logic_types.png
Bar = 20 um.
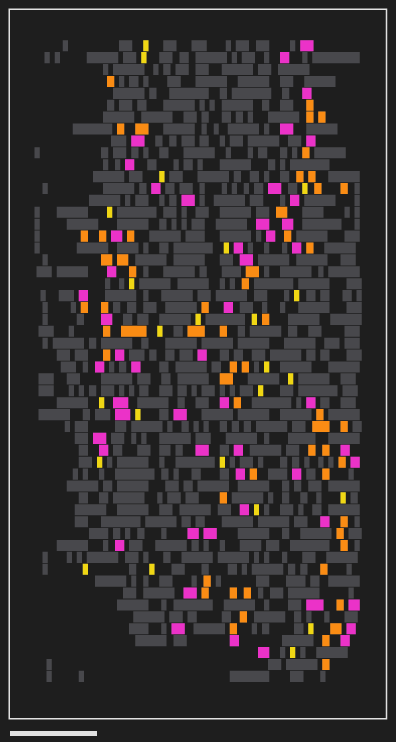
placement_by_type.png
Bar = 20 um.
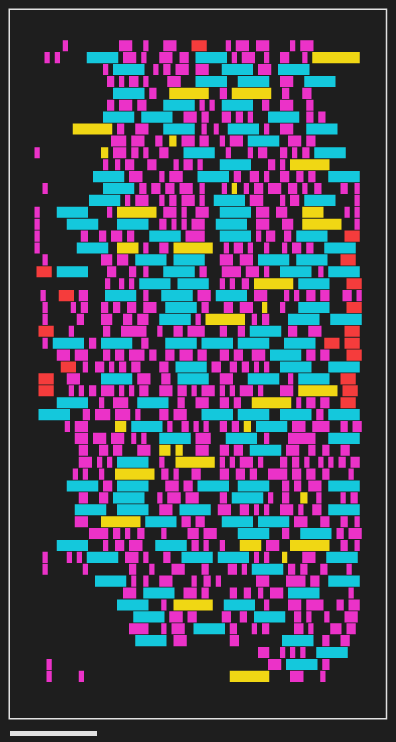
power_grid.png
Pins as bars on the die edge. Tap cells in grey.
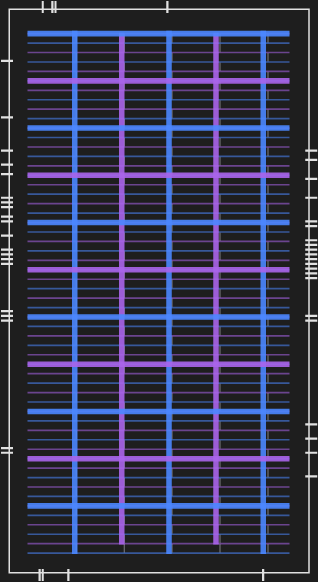
clocks.png
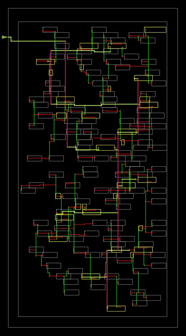
## config.mk

```make
export PLATFORM = sky130hd
export DESIGN_NAME = button_conditioner
export DESIGN_NICKNAME = d
export VERILOG_FILES = /design/src/rtl/board_io_pkg.sv /design/src/rtl/debounce_cell.sv /design/src/rtl/button_conditioner.sv
export SDC_FILE = /design/constraint.sdc
export NUM_CORES = 1
export LEC_CHECK = 0
export CELL_PAD_IN_SITES_DETAIL_PLACEMENT = 1
export CELL_PAD_IN_SITES_GLOBAL_PLACEMENT = 1
export CORE_ASPECT_RATIO = 2
export CORE_MARGIN = 5
export CORE_UTILIZATION = 47
export DETAILED_ROUTE_END_ITERATION = 10
export PLACE_DENSITY = 0.94
export SLEW_MARGIN = 20
export SYNTH_ARGS = -nofsm -noshare
export SYNTH_HDL_FRONTEND = slang
export SYNTH_SLANG_ARGS = --single-unit
```

## constraint.sdc

```tcl
create_clock -name clock -period 4.4 [get_ports clock]
set_input_delay 0.44 -clock clock [delete_from_list [all_inputs] [get_ports clock]]
set_output_delay 0.44 -clock clock [all_outputs]
set_load 0.1 [all_outputs]
```

## src/rtl/board_io_pkg.sv

```systemverilog
// Shared constants for the board push-button / difficulty interface.
// Button bit positions and the difficulty codes seen by the processor.
package board_io_pkg;

  localparam logic [1:0] DIFF_NONE = 2'd0;
  localparam logic [1:0] DIFF_EASY = 2'd1;
  localparam logic [1:0] DIFF_MED  = 2'd2;
  localparam logic [1:0] DIFF_HARD = 2'd3;

  localparam int unsigned BTN_L = 0;
  localparam int unsigned BTN_C = 1;
  localparam int unsigned BTN_R = 2;
  localparam int unsigned BTN_D = 3;
  localparam int unsigned BTN_U = 4;

  // L > C > R priority; U and D never select a difficulty.
  function automatic logic [1:0] encode_difficulty(input logic [4:0] btns);
    if (btns[BTN_L]) begin
      return DIFF_EASY;
    end else if (btns[BTN_C]) begin
      return DIFF_MED;
    end else if (btns[BTN_R]) begin
      return DIFF_HARD;
    end
    return DIFF_NONE;
  endfunction

endpackage

```

## src/rtl/debounce_cell.sv

```systemverilog
// One push-button: two-flop synchronizer, stability counter, debounced level
// and a registered one-cycle pulse on each accepted rising edge.
module debounce_cell #(
  parameter int unsigned DEBOUNCE_CYCLES = 500000
) (
  input  logic clock,
  input  logic reset,
  input  logic raw,
  output logic level,
  output logic press
);

  localparam int unsigned CntW = $clog2(DEBOUNCE_CYCLES + 1);
  localparam logic [CntW-1:0] CntLast = CntW'(DEBOUNCE_CYCLES - 1);

  logic            s1_q, s1_d;
  logic            s2_q, s2_d;
  logic            st_q, st_d;
  logic            st_dly_q, st_dly_d;
  logic            press_q, press_d;
  logic [CntW-1:0] cnt_q, cnt_d;

  always_comb begin
    s1_d     = raw;
    s2_d     = s1_q;
    st_d     = st_q;
    cnt_d    = cnt_q;
    st_dly_d = st_q;
    press_d  = st_q & ~st_dly_q;
    // Any agreement with the stable value restarts the count.
    if (s2_q == st_q) begin
      cnt_d = '0;
    end else if (cnt_q == CntLast) begin
      st_d  = s2_q;
      cnt_d = '0;
    end else begin
      cnt_d = cnt_q + CntW'(1);
    end
  end

  always_ff @(posedge clock) begin
    if (reset) begin
      s1_q     <= 1'b0;
      s2_q     <= 1'b0;
      st_q     <= 1'b0;
      st_dly_q <= 1'b0;
      press_q  <= 1'b0;
      cnt_q    <= '0;
    end else begin
      s1_q     <= s1_d;
      s2_q     <= s2_d;
      st_q     <= st_d;
      st_dly_q <= st_dly_d;
      press_q  <= press_d;
      cnt_q    <= cnt_d;
    end
  end

  assign level = st_q;
  assign press = press_q;

endmodule

```

## src/rtl/button_conditioner.sv

```systemverilog
// Debounces the five board buttons and drives the processor difficulty word,
// either following held buttons (level mode) or latching the last press.
module button_conditioner
  import board_io_pkg::*;
#(
  parameter int unsigned DEBOUNCE_CYCLES = 500000,
  parameter bit          STICKY          = 1'b0
) (
  input  logic        clock,
  input  logic        reset,
  input  logic        BTNL,
  input  logic        BTNC,
  input  logic        BTNR,
  input  logic        BTNU,
  input  logic        BTND,
  output logic [4:0]  btn_level,
  output logic [4:0]  btn_press,
  output logic [31:0] difficulty
);

  logic [1:0] diff_q, diff_d;

  debounce_cell #(.DEBOUNCE_CYCLES(DEBOUNCE_CYCLES)) u_cell_l (
    .clock(clock), .reset(reset), .raw(BTNL),
    .level(btn_level[BTN_L]), .press(btn_press[BTN_L])
  );
  debounce_cell #(.DEBOUNCE_CYCLES(DEBOUNCE_CYCLES)) u_cell_c (
    .clock(clock), .reset(reset), .raw(BTNC),
    .level(btn_level[BTN_C]), .press(btn_press[BTN_C])
  );
  debounce_cell #(.DEBOUNCE_CYCLES(DEBOUNCE_CYCLES)) u_cell_r (
    .clock(clock), .reset(reset), .raw(BTNR),
    .level(btn_level[BTN_R]), .press(btn_press[BTN_R])
  );
  debounce_cell #(.DEBOUNCE_CYCLES(DEBOUNCE_CYCLES)) u_cell_d (
    .clock(clock), .reset(reset), .raw(BTND),
    .level(btn_level[BTN_D]), .press(btn_press[BTN_D])
  );
  debounce_cell #(.DEBOUNCE_CYCLES(DEBOUNCE_CYCLES)) u_cell_u (
    .clock(clock), .reset(reset), .raw(BTNU),
    .level(btn_level[BTN_U]), .press(btn_press[BTN_U])
  );

  always_comb begin
    diff_d = diff_q;
    if (STICKY == 1'b0) begin
      diff_d = encode_difficulty(btn_level);
    end else if (btn_press[BTN_D]) begin
      // Clearing wins over any selection pressed in the same cycle.
      diff_d = DIFF_NONE;
    end else if (|btn_press[BTN_R:BTN_L]) begin
      diff_d = encode_difficulty(btn_press);
    end
  end

  always_ff @(posedge clock) begin
    if (reset) begin
      diff_q <= DIFF_NONE;
    end else begin
      diff_q <= diff_d;
    end
  end

  assign difficulty = {30'd0, diff_q};

endmodule

```

==> notes.md <==
run results: Logic Gate Count 444, count of non-CTS buffers in the layout 18, max layer used met4, CTS clk-pin slew, worst paths ~0.06 ns, Setup Crit Path Kind flop to output pin, Placed Area 5530 sq um, outcome finished clean, Crit path largest cell delay 1.19 ns, Routed WL 14300 um, RR Startpoint u_cell_d.cnt_q[0]$_SDFF_PP0_, Die Wd about 86 um, fin cells around 780, core area 11300 sq um, Inserted Diodes 0, Post-Synthesis Cells around 600, FF/Latch Area around 2400 sq um, GR Layer Usage met1 roughly 20%, Root Driver clkbuf_16, Layout area overhead 12.4%, Synth flops ~120, initial DRC count 269, met2 Resource Use GR approximately two fifths, Largest cells by area dfxtp_1, xnor2_1, buf_4, clk sink count around 120, vias roughly 4400, warning total across the stage logs 26, Post-Synthesis Cell Area between 5000 and 6000 sq um, total gr overflow 0, yosys stat cell total ~620, Basic Gates by Area between 20% and 30%, critical-path maximum fanout 5, Gates resized, CTS repair 0, Critical Path End Type output pin, CTS tree yes, dominant class by area multi-input combinational cells, Comb area share 43.5%, share of cells above drive strength 1 6.42%, Top logic family simple AND/OR/NAND/NOR gates, Top-area cell share 45.1%, Finish-stage setup viols 0, Tapcells around 140, Max Cap Viol 0, fin area around 6100 sq um, VDD IR max 0.302 mV, # rows ~55, post-synth top area cell dfxtp_1, main flop type dfxtp_1, Max Root-Sink Buffers 2, setup_tns 0 ns, P per Cell Area 419 nW/um^2, yosys warns 0, Logic inverters 24, first-pass GRT wire length between 20000 and 25000 um, vias in the first global route just under 5000, critical path arrival 2.09 ns, initial antenna violation count 0, period utilisation layout 57.6%, fmax between 300 and 400 MHz, WHS Path Cells 1, RSZ-0062 raised after global routing no, aoi share around 6.4%, routed len/inst about 18 um, worst path required time between 3 and 4 ns, Total GRT Usage between 20% and 30%, Seq area share 40.1%, WHS Endpoint u_cell_d.press$_SDFF_PP0_, Non-clock buffers, area share about 3.0%, most used routing layer met2
Back to the opening pictures, logic_types.png:
| family | colour | cells | most used |
|---|---|---|---|
| AND and OR gates | magenta | 52 | or3_1 |
| inverters | yellow | 24 | inv_1 |
| inverting AOI/OAI gates | orange | 58 | a21oi_1 |

Back to the opening pictures, placement_by_type.png:
| class | colour | cells |
|---|---|---|
| clock drivers and dummy loads | yellow | 31 |
| flops | cyan | 122 |
| combinational and other logic | magenta | 468 |
| other buffers and delay cells | red | 18 |

Back to the opening pictures, power_grid.png:
| net | colour |
|---|---|
| VSS | blue |
| VDD | purple |
met1 rails: 56
met4 straps: 5
met5 straps: 11
signal pins: 49
tap cells: 142

Back to the opening pictures, clocks.png:
Final Skew: 0.00723 ns
clock network power: 1.30 mW
insertion delay to the later sink of the worst-skew pair: 0.42 ns
CTS Buf Count: 17
flop count: 122

-- cell usage in the layout, fill, tap and decap left out, types with 4 or more instances in the layout --
| cell | count |
|---|---|
| nor2_1 | 82 |
| clkinv_2 | 5 |
| nor3_1 | 15 |
| inv_1 | 24 |
| or3_1 | 21 |
| and3_1 | 6 |
| nand2b_1 | 5 |
| nand2_1 | 30 |
| xor2_1 | 30 |
| and4_1 | 11 |
| nor4_1 | 11 |
| or4_1 | 6 |
| nor2b_1 | 15 |
| nand3_1 | 33 |
| dfxtp_1 | 122 |
| ha_1 | 5 |
| clkdlybuf4s50_1 | 18 |
| a21oi_1 | 27 |
| nand4_1 | 22 |
| o31ai_1 | 4 |
| o21ai_0 | 21 |
| clkbuf_16 | 17 |
| nor4b_1 | 8 |
| conb_1 | 30 |
| xnor2_1 | 38 |
-- worst max path at each step --
stage                                 start                             to  cells past startpoint
5_1_grt         u_cell_l.level$_SDFFE_PP0P_                   btn_level[0]                      1
4_1_cts         u_cell_c.level$_SDFFE_PP0P_                   btn_level[1]                      1
3_3_place_gp                          reset   u_cell_u.cnt_q[9]$_SDFF_PP0_                      4
6_report        u_cell_c.level$_SDFFE_PP0P_                   btn_level[1]                      1
3_5_place_dp                          reset  u_cell_r.cnt_q[12]$_SDFF_PP0_                      4
2_1_floorplan  u_cell_r.cnt_q[0]$_SDFF_PP0_  u_cell_r.cnt_q[10]$_SDFF_PP0_                      7
-- power by group --
part / total [mW] / internal, mW / switching (mW)
Combinational: 0.138 / 0.0110 / 0.127
Sequential: 1.12 / 1.11 / 0.00363
Clock: 1.30 / 0.811 / 0.485
Total: 2.55 / 1.93 / 0.615
-- cell families (layout without fill, tap and decap cells) --
logic type,count (synthesis),count (layout)
AOI/OAI and AO/OA,61,61
other,1,30
buffers and inverters,78,73
xor gates and xnor gates,68,68
DFF,122,122
adders and majority gates,5,5
and+or+nand+nor,280,280
-- flip-flops by register name, indices dropped and copies added (netlist names), 2 cells and up --
register	count
u_cell_l.cnt_q	19
u_cell_u.cnt_q	19
u_cell_c.cnt_q	19
diff_q	2
u_cell_d.cnt_q	19
u_cell_r.cnt_q	19
-- cells in the mapped netlist (2+ instances only) --
master    count
xor2_1       30
dfxtp_1     122
o21ai_1       2
buf_2         2
nor4bb_1      3
o31ai_1       4
clkbuf_1     10
nor3_1       15
or4b_1        2
nor2b_1      15
and3_1        6
a21oi_1      27
or4_1         6
nor4_1       11
inv_1        24
nor2_1       82
buf_4        41
or3_1        21
and4_1       11
o21bai_1      2
nand4b_1      2
nand4_1      22
xnor2_1      38
nand2b_1      5
nand2_1      30
o21ai_0      21
or3b_2        2
nor4b_1       8
nand3_1      33
ha_1          5
and2_1        2
-- metrics by stage --
stage          power [mW]  utilization, %  hold slack (ns)  worst slack, ns
2_1_floorplan        1.28               -            0.367             2.57
3_3_place_gp         1.27            49.0            0.371             1.87
4_1_cts              2.57            53.9            0.397             1.84
5_1_grt              2.61            53.9            0.402             1.83
6_report             2.55            53.9            0.390             1.87
3_5_place_dp         1.27            49.0            0.386             1.74
Power is estimated from default activity; no workload was simulated.
